**Run 1: metal 3**

(1.5 px per um)
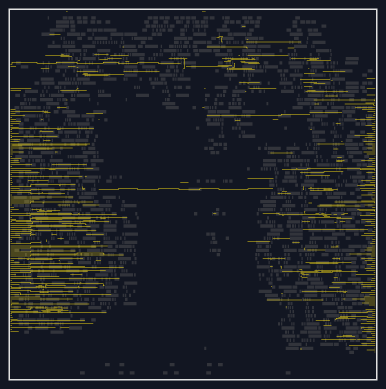
**Run 1: clock nets**

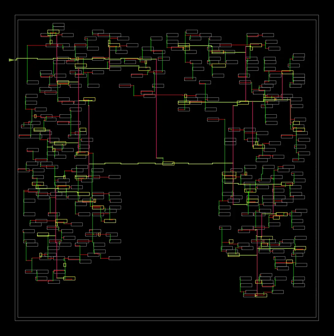
**Run 1: signal metal coverage by tile**

(1.5 px per um) The die is cut into 24 by 25 equal tiles; dark purple is low, yellow is high, scaled to the fullest tile. Values are wire area over tile area, all layers added.
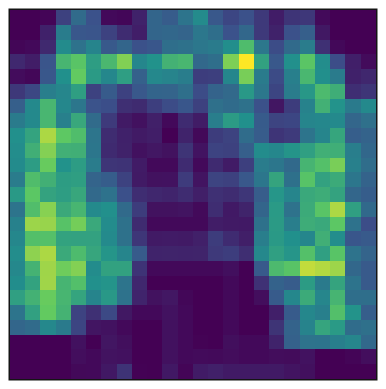
## src/rtl/opb_regbank_pkg.sv

```systemverilog
// rtl/opb_regbank_pkg.sv - shared types and helpers for the OPB register bank
package opb_regbank_pkg;

  typedef enum logic {
    ST_IDLE = 1'b0,
    ST_ACK  = 1'b1
  } state_e;

  function automatic int idx_width(input int num_regs);
    return (num_regs < 1) ? 1 : $clog2(num_regs + 1);
  endfunction

  // OPB numbers bits from the MSB; user words number from the LSB
  function automatic logic [31:0] opb_to_user(input logic [0:31] d);
    logic [31:0] u;
    for (int k = 0; k < 32; k++) u[31-k] = d[k];
    return u;
  endfunction

  function automatic logic [0:31] user_to_opb(input logic [31:0] u);
    logic [0:31] d;
    for (int k = 0; k < 32; k++) d[k] = u[31-k];
    return d;
  endfunction

  function automatic logic [3:0] be_to_user(input logic [0:3] be);
    logic [3:0] u;
    for (int k = 0; k < 4; k++) u[3-k] = be[k];
    return u;
  endfunction

  function automatic logic [31:0] byte_merge(input logic [31:0] old_val,
                                             input logic [31:0] wdata,
                                             input logic [3:0]  be);
    logic [31:0] r;
    r = old_val;
    for (int b = 0; b < 4; b++) begin
      if (be[b]) r[8*b +: 8] = wdata[8*b +: 8];
    end
    return r;
  endfunction

endpackage

```

## src/rtl/opb_regbank_slot.sv

```systemverilog
// rtl/opb_regbank_slot.sv - one read/write register with optional shadow and dirty tracking
module opb_regbank_slot
  import opb_regbank_pkg::*;
#(
  parameter bit          ATOMIC    = 1'b0,
  parameter logic [31:0] RESET_VAL = 32'h0
)(
  input  logic        clk,
  input  logic        rst_n,
  input  logic        wr_en,
  input  logic [3:0]  be,
  input  logic [31:0] wdata,
  input  logic        commit,
  output logic [31:0] data_out,
  output logic [31:0] rd_val,
  output logic        dirty,
  output logic        wr_stb
);

  logic [31:0] out_q, out_d;
  logic [31:0] shadow_q, shadow_d;
  logic        dirty_q, dirty_d;
  logic        stb_q, stb_d;
  logic [31:0] merged;

  always_comb begin
    out_d    = out_q;
    shadow_d = shadow_q;
    dirty_d  = dirty_q;
    stb_d    = 1'b0;
    merged   = 32'h0;
    if (ATOMIC) begin
      merged = byte_merge(shadow_q, wdata, be);
      if (wr_en) begin
        shadow_d = merged;
        if (merged != shadow_q) dirty_d = 1'b1;
      end
      // Strobe reports which words actually changed since the last commit
      if (commit) begin
        out_d   = shadow_q;
        stb_d   = dirty_q;
        dirty_d = 1'b0;
      end
    end else begin
      merged = byte_merge(out_q, wdata, be);
      if (wr_en) begin
        out_d = merged;
        stb_d = 1'b1;
      end
    end
  end

  always_ff @(posedge clk or negedge rst_n) begin
    if (!rst_n) begin
      out_q    <= RESET_VAL;
      shadow_q <= RESET_VAL;
      dirty_q  <= 1'b0;
      stb_q    <= 1'b0;
    end else begin
      out_q    <= out_d;
      shadow_q <= shadow_d;
      dirty_q  <= dirty_d;
      stb_q    <= stb_d;
    end
  end

  assign data_out = out_q;
  assign rd_val   = ATOMIC ? shadow_q : out_q;
  assign dirty    = dirty_q;
  assign wr_stb   = stb_q;

endmodule

```

## src/rtl/opb_register_bank.sv

```systemverilog
// rtl/opb_register_bank.sv - OPB slave exposing a bank of 32-bit software registers
module opb_register_bank
  import opb_regbank_pkg::*;
#(
  parameter logic [31:0] C_BASEADDR   = 32'h010B0000,
  parameter logic [31:0] C_HIGHADDR   = 32'h010B00FF,
  parameter int          C_OPB_AWIDTH = 32,
  parameter int          C_OPB_DWIDTH = 32,
  parameter int          C_NUM_REGS   = 8,
  parameter logic [31:0] C_RO_MASK    = 32'h0,
  parameter int          C_ATOMIC     = 0,
  parameter logic [31:0] C_RESET_VAL  = 32'h0
)(
  input  logic                      OPB_Clk,
  input  logic                      OPB_Rst_n,
  input  logic [0:C_OPB_AWIDTH-1]   OPB_ABus,
  input  logic [0:3]                OPB_BE,
  input  logic [0:C_OPB_DWIDTH-1]   OPB_DBus,
  input  logic                      OPB_RNW,
  input  logic                      OPB_select,
  input  logic                      OPB_seqAddr,
  output logic [0:C_OPB_DWIDTH-1]   Sl_DBus,
  output logic                      Sl_xferAck,
  output logic                      Sl_errAck,
  output logic                      Sl_retry,
  output logic                      Sl_toutSup,
  output logic [32*C_NUM_REGS-1:0]  user_data_out,
  input  logic [32*C_NUM_REGS-1:0]  user_data_in,
  output logic [C_NUM_REGS-1:0]     user_wr_stb,
  output logic                      user_commit_stb
);

  localparam int          IW       = idx_width(C_NUM_REGS);
  localparam logic [31:0] WIN_MASK = C_HIGHADDR - C_BASEADDR;
  localparam bit          ATOMIC   = (C_ATOMIC != 0);

  logic [31:0] addr, offset, word_idx;
  logic [IW-1:0] reg_idx;
  logic hit, is_reg, is_commit, be_any;
  logic [3:0]  be_u;
  logic [31:0] wdata_u, rd_mux;

  state_e      state_q, state_d;
  logic        ack_q, ack_d;
  logic [31:0] rdata_q, rdata_d;
  logic        commit_q, commit_d;
  logic [C_NUM_REGS-1:0] wr_en_vec, dirty_vec, stb_vec;
  logic [31:0] slot_rd [C_NUM_REGS];

  assign addr      = 32'(OPB_ABus);
  assign hit       = OPB_select && ((addr & ~WIN_MASK) == C_BASEADDR);
  assign offset    = addr & WIN_MASK;
  assign word_idx  = offset >> 2;
  assign reg_idx   = word_idx[IW-1:0];
  assign is_reg    = word_idx < 32'(C_NUM_REGS);
  assign is_commit = word_idx == 32'(C_NUM_REGS);
  assign be_u      = be_to_user(OPB_BE);
  assign be_any    = be_u != 4'b0000;
  assign wdata_u   = opb_to_user(OPB_DBus);

  // RO words return live fabric data; unmapped offsets read as zero
  always_comb begin
    rd_mux = 32'h0;
    if (is_reg) begin
      for (int i = 0; i < C_NUM_REGS; i++) begin
        if (reg_idx == IW'(i)) rd_mux = C_RO_MASK[i] ? user_data_in[32*i +: 32] : slot_rd[i];
      end
    end else if (is_commit && ATOMIC) begin
      rd_mux = 32'(dirty_vec);
    end
  end

  always_comb begin
    state_d   = state_q;
    ack_d     = 1'b0;
    rdata_d   = 32'h0;
    commit_d  = 1'b0;
    wr_en_vec = '0;
    case (state_q)
      ST_IDLE: begin
        if (hit) begin
          state_d = ST_ACK;
          ack_d   = 1'b1;
          if (OPB_RNW) begin
            rdata_d = rd_mux;
          end else if (be_any) begin
            if (is_reg) begin
              for (int i = 0; i < C_NUM_REGS; i++) begin
                if (reg_idx == IW'(i)) wr_en_vec[i] = ~C_RO_MASK[i];
              end
            end else if (is_commit && ATOMIC) begin
              commit_d = 1'b1;
            end
          end
        end
      end
      ST_ACK: state_d = ST_IDLE;
      default: state_d = ST_IDLE;
    endcase
  end

  always_ff @(posedge OPB_Clk or negedge OPB_Rst_n) begin
    if (!OPB_Rst_n) begin
      state_q  <= ST_IDLE;
      ack_q    <= 1'b0;
      rdata_q  <= 32'h0;
      commit_q <= 1'b0;
    end else begin
      state_q  <= state_d;
      ack_q    <= ack_d;
      rdata_q  <= rdata_d;
      commit_q <= commit_d;
    end
  end

  for (genvar g = 0; g < C_NUM_REGS; g++) begin : g_slot
    if (C_RO_MASK[g]) begin : g_ro
      assign user_data_out[32*g +: 32] = 32'h0;
      assign slot_rd[g]                = 32'h0;
      assign dirty_vec[g]              = 1'b0;
      assign stb_vec[g]                = 1'b0;
    end else begin : g_rw
      opb_regbank_slot #(
        .ATOMIC    (ATOMIC),
        .RESET_VAL (C_RESET_VAL)
      ) u_slot (
        .clk      (OPB_Clk),
        .rst_n    (OPB_Rst_n),
        .wr_en    (wr_en_vec[g]),
        .be       (be_u),
        .wdata    (wdata_u),
        .commit   (commit_d),
        .data_out (user_data_out[32*g +: 32]),
        .rd_val   (slot_rd[g]),
        .dirty    (dirty_vec[g]),
        .wr_stb   (stb_vec[g])
      );
    end
  end

  assign Sl_DBus         = user_to_opb(rdata_q);
  assign Sl_xferAck      = ack_q;
  assign Sl_errAck       = 1'b0;
  assign Sl_retry        = 1'b0;
  assign Sl_toutSup      = 1'b0;
  assign user_wr_stb     = stb_vec;
  assign user_commit_stb = commit_q;

  logic unused_ok;
  assign unused_ok = ^{OPB_seqAddr, wr_en_vec, user_data_in};

endmodule
```

## config.mk

```make
export PLATFORM = sky130hd
export DESIGN_NAME = opb_register_bank
export DESIGN_NICKNAME = d
export VERILOG_FILES = /design/src/rtl/opb_regbank_pkg.sv /design/src/rtl/opb_regbank_slot.sv /design/src/rtl/opb_register_bank.sv
export SDC_FILE = /design/constraint.sdc
export NUM_CORES = 1
export LEC_CHECK = 0
export ABC_AREA = 1
export CORE_AREA = 2 2 242 244
export DETAILED_ROUTE_END_ITERATION = 8
export DIE_AREA = 0 0 244 246
export PLACE_DENSITY = 0.58
export SYNTH_ARGS = -nofsm -noshare
export SYNTH_HDL_FRONTEND = slang
export SYNTH_HIERARCHICAL = 1
export SYNTH_SLANG_ARGS = --single-unit
```

## constraint.sdc

```tcl
create_clock -name OPB_Clk -period 4.9 [get_ports OPB_Clk]
set_clock_uncertainty 0.1 [all_clocks]
set_input_delay 0.49 -clock OPB_Clk [delete_from_list [all_inputs] [get_ports OPB_Clk]]
set_output_delay 0.49 -clock OPB_Clk [all_outputs]
set_load 0.05 [all_outputs]
```

==> CHANGELOG.md, run 1 <==
## Implementation

- Status: completed
- Stages on worst setup path: 9
- Synthesized area per cell: roughly 8.1 um^2
- Metal2 WL: 28200 um
- Final wirelength: 60100 um
- Top cells excl fill/tap: 626 x nand2_1, 385 x nand3_1, 361 x clkdlybuf4s50_1, 297 x dfrtp_1, 72 x nor2_1
- Fillers: roughly 6k
- Max_cap viols: 0
- Inst Count DP: ~2.8k
- Period utilization: slightly below 60%
- Most numerous logic cell after layout: nand2_1
- Vias post-DR: around 14k
- Register area: 0.00743 mm^2
- Fp util: 27.6%
- Pwr Total: 5.43 mW
- GRT Max-Usage Layer: met2
- Setup ws final: 1.98 ns
- Chip area: roughly 0.060 mm^2
- GRT Total Usage: roughly 20%
- Actual slew at the worst max-slew pin: roughly 0.88 ns
- Fin util: between 30% and 40%
- Area of the mapped netlist: about 0.016 mm^2
- Number of synthesis warnings: 6
- Critical path launch point: OPB_ABus[26]
- # hold bufs at CTS: 1
- Reg-to-reg slack, setup: around 2.3 ns
- CTS tree: built
- Clk slew on worst S/H paths: 0.06 ns
- GP Congestion: ~0.98
- Hold WS: between 0.3 and 0.4 ns
- Vias in the first global route: between 10k and 15k
- Worst path buffer plus inverter count: 3
- Post-CTS resize count: 0
- Critical path's top delay family: buffers and inverters
- End of the worst register-to-register path: g_slot[6].g_rw.u_slot/data_out[21]
- Crit path capture type: register
- Max-slew headroom: between 40% and 50%
- M1 GR Usage: between 20% and 30%
- Met3 usage: approximately 6.3%
- Root Driver: clkbuf_16
- Placed inst area: between 0.015 and 0.02 mm^2
- PortBufs: ~370
- First-pass GRT wire length: 88400 um
- Max layer used: met4
- Critical path's slowest cell: clkdlybuf4s50_1
- Mapped Cells: 1960
- Syn-to-layout area delta: 21.7%
- RR Startpoint: Sl_xferAck
- Worst R2R Path Depth: 9
- Met2 Track Usage GR: a little under a third
- Final #Nets: ~2.4k
- HP Class: in -> reg
- Cell Count, Final, Fillers Out: approximately 2.8k
- Initial antenna violation count: 2
- Tool warnings: between 200 and 300
- Setup Buffers After CTS: 0
- Site Rows: roughly 90
- CTS Sinks: roughly 300
- Share of cells above drive strength 1: under 10%
- Pre-antenna DRT Iters: 5
- Pleak: about 9.5 nW
- Via/cell ratio: 4.84
- Sink of the worst hold path: g_slot[1].g_rw.u_slot/data_out[3]
- Min-delay src: OPB_BE[3]
- Setup violations, final: 0
- Crit-path cells: clkdlybuf4s50_1 > nor2_4 > buf_4 > nand2_1 > nor3_2 > buf_4 > nand2_2 > nand2_1 > nand2_1
- # DRC: 0
- Max-slew violations: 0
- Core Area: around 0.057 mm^2
- Worst slack, placed: roughly 1.4 ns
- Die height: 246 um
- Setup CP Type: in -> reg
- Worst Path Arrival: 3.24 ns
- Total Neg Setup Slack: 0 ns
- Crit-path most repeated cell: nand2_1
- Wl on met1: 24400 um
- Hold Violations, Final: 0
- DRT iter0 DRCs: approximately 1.1k
- Detailed placement HPWL: around 43000 um
- Comb area: around 0.0056 mm^2
- Worst vdd ir: 0.000199 V
- CP peak stage delay: 0.66 ns
- H-Tree Depth: 2
- Max clock buf depth: 3
- WP data required: about 5.2 ns
- Worst Hold Depth: 3
- F_max: around 340 MHz
Notes on 'metal 3' above:
longest straight run: 72.5 um
wire length on this layer: 5630 um
nets with wire on the layer: 365

Notes on 'clock nets' above:
clk_lat worst skew: 0.53 ns
CTS buffer count: 36

Notes on 'signal metal coverage by tile' above:
fullest tile: 0.55
nearly empty tiles: 11%
tiles over half the peak: 23%
mean over tiles: 0.17
emptiest ninth of the die: bottom center

==> run 1: layout make-up <==
type	count	share of cell area, %
Timing Repair Buffer	398	20.3
Inverter	51	0.994
Multi-Input combinational cell	1254	29.1
Sequential cell	297	38.6
Tap cell	765	4.97
Clock buffer	54	5.50
Clock inverter	10	0.539
Antenna cell	2	0.0260
==> run 1: where the power goes <==
group          internal (mW)  leakage (nW)  switching [mW]  total [mW]
combinational         0.0727          4.75           0.230       0.303
sequential              2.45          4.15   0.00000000782        2.45
clock                   1.60         0.578            1.07        2.67
total                   4.13          9.48            1.30        5.43
==> run 1: state kept, by name (all words and copies together) (netlist names) <==
signal,flops
Sl_DBus,32
Sl_xferAck,1
g_slot.g_rw.u_slot/data_out,256
g_slot.g_rw.u_slot/wr_stb,8
**Run 1: cells colored by class**

(2 px per um)
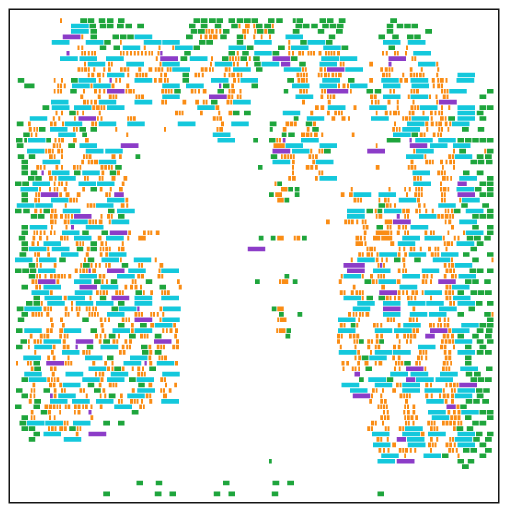

==> run 2: changes to the inputs <==
--- a/config.mk
+++ b/config.mk
@@ -9,7 +9,7 @@
 export CORE_AREA = 2 2 242 244
 export DETAILED_ROUTE_END_ITERATION = 8
 export DIE_AREA = 0 0 244 246
-export PLACE_DENSITY = 0.58
+export PLACE_DENSITY = 0.6
 export SYNTH_ARGS = -nofsm -noshare
 export SYNTH_HDL_FRONTEND = slang
 export SYNTH_HIERARCHICAL = 1
==> constraint.sdc (replaced) <==
create_clock -name OPB_Clk -period 2.6 [get_ports OPB_Clk]
set_clock_uncertainty 0.1 [all_clocks]
set_input_delay 0.26 -clock OPB_Clk [delete_from_list [all_inputs] [get_ports OPB_Clk]]
set_output_delay 0.26 -clock OPB_Clk [all_outputs]
set_load 0.05 [all_outputs]
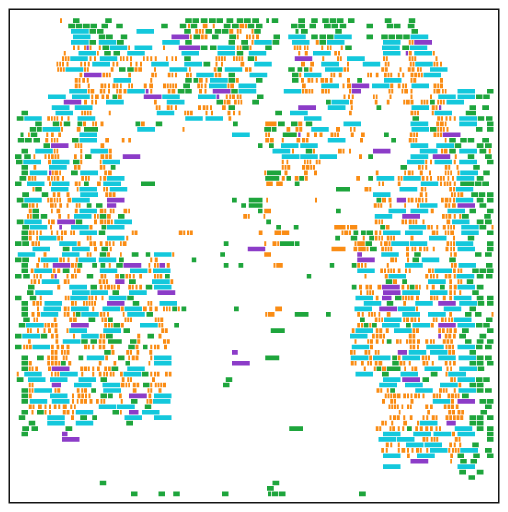
**Above:** run 2 (cells colored by class).
(2 px per um)
legend:
  remaining logic cells:
    color: orange
    cells: 1305
    share_of_their_area: 31%
  registers:
    color: cyan
    cells: 297
    share_of_their_area: 39%
  clock drivers and dummy loads:
    color: purple
    cells: 61
    share_of_their_area: 6.1%
  remaining buffers and delay cells:
    color: green
    cells: 467
    share_of_their_area: 24%

==> run 2 against run 1 <==
Die size unchanged. Sequential power increased by 89%. Utilization increased by 1.2 points. Global-route usage decreased by 0.44 points. Combinational power increased by 100%. Largest cell class unchanged. Largest power group unchanged. Highest routed layer unchanged.
==> CHANGELOG.md, run 2 <==
## Implementation

- GP Congestion: between 0.9 and 1
- Root Driver: clkbuf_16
- Pwr Total: between 10 and 15 mW
- RR Startpoint: Sl_xferAck
- M1 GR Usage: between 20% and 30%
- Max reg flops: 256
- Initial antenna violation count: 0
- Setup CP Type: reg -> reg
- Clk_lat worst skew: 0.53 ns
- Dominant power group: the clock network
- Sequential power share: 45.3%
- Hold Violations, Final: 0
- Clk pwr share: between 40% and 50%
- Number of synthesis warnings: 6
- Worst slack, placed: -0.203 ns
- # DRC: 0
- P_int: 7.76 mW
- Top cells excl fill/tap: 626 x nand2_1, 385 x nand3_1, 361 x clkdlybuf4s50_1, 297 x dfrtp_1, 83 x buf_4
- DRT iter0 DRCs: 1187
- Critical path launch point: Sl_xferAck
- Area of the mapped netlist: approximately 0.016 mm^2
- Setup violations, final: 0
- H-Tree Depth: 2
- Hold WS: 0.173 ns
- PortBufs: 366
- Final #Nets: 2436
- Final wirelength: 59000 um
- Max clock buf depth: 3
- Total Neg Setup Slack: 0 ns
- Status: completed
- First-pass GRT wire length: between 80000 and 90000 um
- CTS buffer count: 36
- GRT Total Usage: about a fifth
- Mapped Cells: between 1.5k and 2k
- Max layer used: met4
- Period utilization: roughly nine tenths
- Pleak: between 9 and 10 nW
- Logic pwr share: about 6%
- Max_cap viols: 0
- Worst Path Arrival: roughly 2.7 ns
- Most numerous logic cell after layout: nand2_1
- Max-slew headroom: 43.1%
- Switching power: around 2.4 mW
- Chip area: ~0.060 mm^2
- Core Area: 0.0574 mm^2
- Placed inst area: about 0.019 mm^2
- Synthesized area per cell: 8.07 um^2
- Worst vdd ir: roughly 0.00033 V
- F_max: 437 MHz
- Clk slew on worst S/H paths: approximately 0.06 ns
- Tool warnings: ~290
- Site Rows: around 88
- Antenna Cells: 0
- End of the worst register-to-register path: g_slot[1].g_rw.u_slot/data_out[8]
- Metal2 WL: between 20000 and 30000 um
- Wl on met1: approximately 24000 um
- Met3 usage: 5.77%
- Cell Count, Final, Fillers Out: slightly below 3k
- Clock net power: between 4 and 5 mW
- Worst R2R Path Depth: 9
- Setup ws final: approximately 0.3 ns
- Die height: 246 um
- RSZ-0062 raised after global routing: false
- Syn-to-layout area delta: 26.1%
- Inst Count DP: 2832
- Fp util: between 20% and 30%
- CTS Sinks: 297
- Share of cells above drive strength 1: 11.0%
- GRT Max-Usage Layer: met2
- Vias in the first global route: around 13k
- Fin util: between 30% and 40%
- HP Class: in -> async
- Max-slew violations: 0
- Actual slew at the worst max-slew pin: approximately 0.85 ns
- Crit path capture type: register
- Switch share: approximately a quarter
- Pre-antenna DRT Iters: 7
- Vias post-DR: between 10k and 15k
- WP data required: roughly 3.0 ns
- Via/cell ratio: around 4.8
- Seq power: about 4.6 mW
- Reg-to-reg slack, setup: around 0.3 ns
- Critical path startpoint category: register
- Met2 Track Usage GR: a little under a third
run 2: what timing repair did:
action,in CTS,in global routing
resized,0,0
hold endpoints to repair,65,0
hold buffers,2,0
run 2: layout make-up:
type / count / area [um^2]
Fill cell: 5875 / 37400
Sequential cell: 297 / 7430
Multi-Input combinational cell: 1254 / 5610
Timing Repair Buffer: 467 / 4610
Clock buffer: 52 / 1070
Tap cell: 765 / 957
Inverter: 51 / 191
Clock inverter: 9 / 83.8
run 2: critical path, cell delays in order, from the launching register on:
cell,delay (ns)
dfrtp_1,0.39
nor3_1,0.19
nand2_1,0.06
nor2_1,0.25
inv_1,0.27
nor3_2,0.35
buf_12,0.23
buf_4,0.20
nand3_1,0.08
nand2_1,0.10
**Run 2: signal metal coverage by tile**

(1.5 px per um) The die is cut into 24 by 25 equal tiles; dark purple is low, yellow is high, scaled to the fullest tile. Values are wire area over tile area, all layers added.
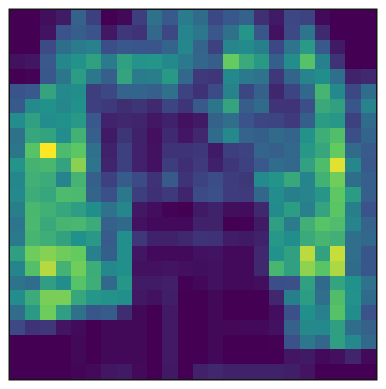

==> run 3: changes to the inputs <==
--- a/config.mk
+++ b/config.mk
@@ -6,10 +6,10 @@
 export NUM_CORES = 1
 export LEC_CHECK = 0
 export ABC_AREA = 1
-export CORE_AREA = 2 2 242 244
+export CORE_AREA = 2 2 244 246
 export DETAILED_ROUTE_END_ITERATION = 8
-export DIE_AREA = 0 0 244 246
-export PLACE_DENSITY = 0.6
+export DIE_AREA = 0 0 246 248
+export PLACE_DENSITY = 0.58
 export SYNTH_ARGS = -nofsm -noshare
 export SYNTH_HDL_FRONTEND = slang
 export SYNTH_HIERARCHICAL = 1
==> constraint.sdc (replaced) <==
create_clock -name OPB_Clk -period 2.3 [get_ports OPB_Clk]
set_clock_uncertainty 0.1 [all_clocks]
set_input_delay 0.23 -clock OPB_Clk [delete_from_list [all_inputs] [get_ports OPB_Clk]]
set_output_delay 0.23 -clock OPB_Clk [all_outputs]
set_load 0.05 [all_outputs]
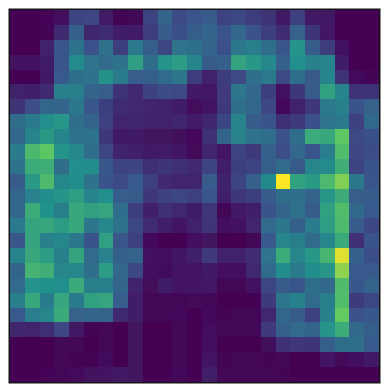
**Above:** run 3 (signal metal coverage by tile).
(1.5 px per um) The die is cut into 25 by 25 equal tiles; dark purple is low, yellow is high, scaled to the fullest tile. Values are wire area over tile area, all layers added.
mean over tiles: 0.17
nearly empty tiles: 15%
emptiest ninth of the die: bottom center

==> run 3 against run 2 <==
Register-to-register slack got worse by 0.14 ns. Critical path type is now reg -> out. Critical path depth down 8. Worst hold slack got worse by 0.046 ns. Via count is 1.7% higher. Combinational power is 21% higher. Clock power increased by about 20%. Worst setup slack lost 0.19 ns.
==> CHANGELOG.md, run 3 <==
## Implementation

- Routed wl met3: approximately 6100 um
- Top cells excl fill/tap: 622 x nand2_1, 385 x nand3_1, 359 x clkdlybuf4s50_1, 297 x dfrtp_1, 104 x buf_4
- WP data required: around 2 ns
- Actual slew at the worst max-slew pin: roughly 0.85 ns
- DR WL/cell: approximately 21 um
- Pleak: roughly 10 nW
- Sink of the worst hold path: g_slot[7].g_rw.u_slot/data_out[22]
- GRT Total Usage: about a fifth
- Mapped Cells: between 1.5k and 2k
- Met3 usage: between 6 and 7%
- Worst Hold Depth: 4
- Critical path peak fanout: 3
- Sequential power share: a little over two fifths
- Die extent in x: approximately 250 um
- Min-delay src: OPB_BE[1]
- Period utilization: around 95%
- Total Neg Setup Slack: 0 ns
- CP peak stage delay: roughly 0.9 ns
- Critical path's top delay family: buffers and inverters
- HP Class: in -> reg
- Comb area: 0.00567 mm^2
- Setup violations, final: 0
- Via/cell ratio: 4.77
- Fin util: a little over a third
- Syn-to-layout area delta: 30.4%
- Critical path startpoint category: register
- Die height: roughly 250 um
- Finished Cell Area: slightly above 0.02 mm^2
- Pwr dens: between 500 and 600 mW/mm^2
- Number of synthesis warnings: 6
- Setup Buffers After CTS: 0
- PortBufs: 366
- IO Pins: between 600 and 700
- Wl on met1: about 25000 um
- Post-CTS resize count: 2
- Logic pwr share: ~6.2%
- # hold bufs at CTS: 1
- Crit-path cells: clkdlybuf4s50_1
- Final #Nets: between 2k and 2.5k
- Worst R2R Path Depth: 11
- Max reg flops: between 200 and 300
- Inst Count DP: 2868
- Switch share: about a quarter
- DRT iter0 DRCs: between 1k and 1.5k
- Antenna Cells: 0
- Setup ws final: around 0.12 ns
- Crit path to: user_data_out[150]
- GP Congestion: 0.941
- End of the worst register-to-register path: g_slot[2].g_rw.u_slot/data_out[2]
- Final min period: 2.18 ns
- Clk slew on worst S/H paths: around 0.06 ns
- F_max: 458 MHz
- Vias post-DR: around 14k
- Max clock buf depth: 3
- H-Tree Depth: 2
- Hold WS: between 0.1 and 0.15 ns
- Status: completed
- Critical path launch point: g_slot[4].g_rw.u_slot/data_out[22]
- Chip area: about 0.061 mm^2
- GRT Max-Usage Layer: met2
- Max-slew violations: 0
- Site Rows: slightly below 90
- First-pass GRT wire length: ~89000 um
- Setup CP Type: reg -> out
- Post-route ant nets: 0
- Clk pwr share: approximately half
- Hold Violations, Final: 0
- CTS buffer count: 36
- Worst vdd ir: between 0.0003 and 0.0004 V
- Critical path's slowest cell: clkdlybuf4s50_1
- Max-slew headroom: 43.3%
- Synthesized area per cell: 8.07 um^2
- Pre-antenna DRT Iters: 5
- Register area: between 0.007 and 0.008 mm^2
- Pwr Total: between 10 and 15 mW
- Fp util: between 20 and 30%
- Clk_lat worst skew: ~0.55 ns
- Tool warnings: ~290
- Switching power: between 2 and 3 mW
- Core Area: about 0.058 mm^2
- Most numerous logic cell after layout: nand2_1
- Met2 Track Usage GR: between 30 and 40%
- # DRC: 0
- Vias in the first global route: between 10k and 15k
- Worst slack, placed: -0.472 ns
- Worst Path Arrival: ~1.9 ns
- GRT overflow: 0
- CTS Sinks: between 200 and 300
- P_int: roughly 9.1 mW
- Largest net degree at the start of global routing: 77
- Max_cap viols: 0
- Cell Count, Final, Fillers Out: ~3k
- RR Startpoint: Sl_xferAck
- Detailed placement HPWL: approximately 46000 um
- Stages on worst setup path: 1
- Fillers: 5953
- Reg-to-reg slack, setup: 0.17 ns
- Metal2 WL: between 20000 and 30000 um
- CTS tree: built
- Root Driver: clkbuf_16
- Crit path capture type: primary output
- M1 GR Usage: 24.8%
- Final wirelength: approximately 62000 um
- Worst path buffer plus inverter count: 1
- Placed inst area: approximately 0.019 mm^2
- Share of cells above drive strength 1: a little over an eighth
- Initial antenna violation count: 4
- Area of the mapped netlist: between 0.015 and 0.02 mm^2
- Max layer used: met5
[run 3: final cells by class]
type	count	share of cell area, %
repair buffers	506	24.9
well taps	773	4.69
multi-input cells	1254	27.5
inverters	51	0.946
flip-flops and latches	297	36.0
clock buffers	52	5.24
clock inverters	11	0.703
[run 3: power by group through the flow]
stage                     Combinational [mW]  Clock [mW]  Sequential (mW)
after CTS                              0.749        6.08             5.23
final                                  0.741        5.98             5.23
after global placement                 0.736           0             5.32
after global routing                   0.795        6.28             5.22
after detailed placement               0.744           0             5.32
after floorplan                        0.220           0             5.32
[run 3: worst register-to-register path: cells and delay by family (launching register included)]
kind / cells / cell delay [ns]
flip-flops: 1 / 0.40
buffers and inverters: 5 / 0.81
AND/OR/NAND/NOR: 6 / 0.74
Power figures rest on the tool's default switching activity, not on a simulated workload.
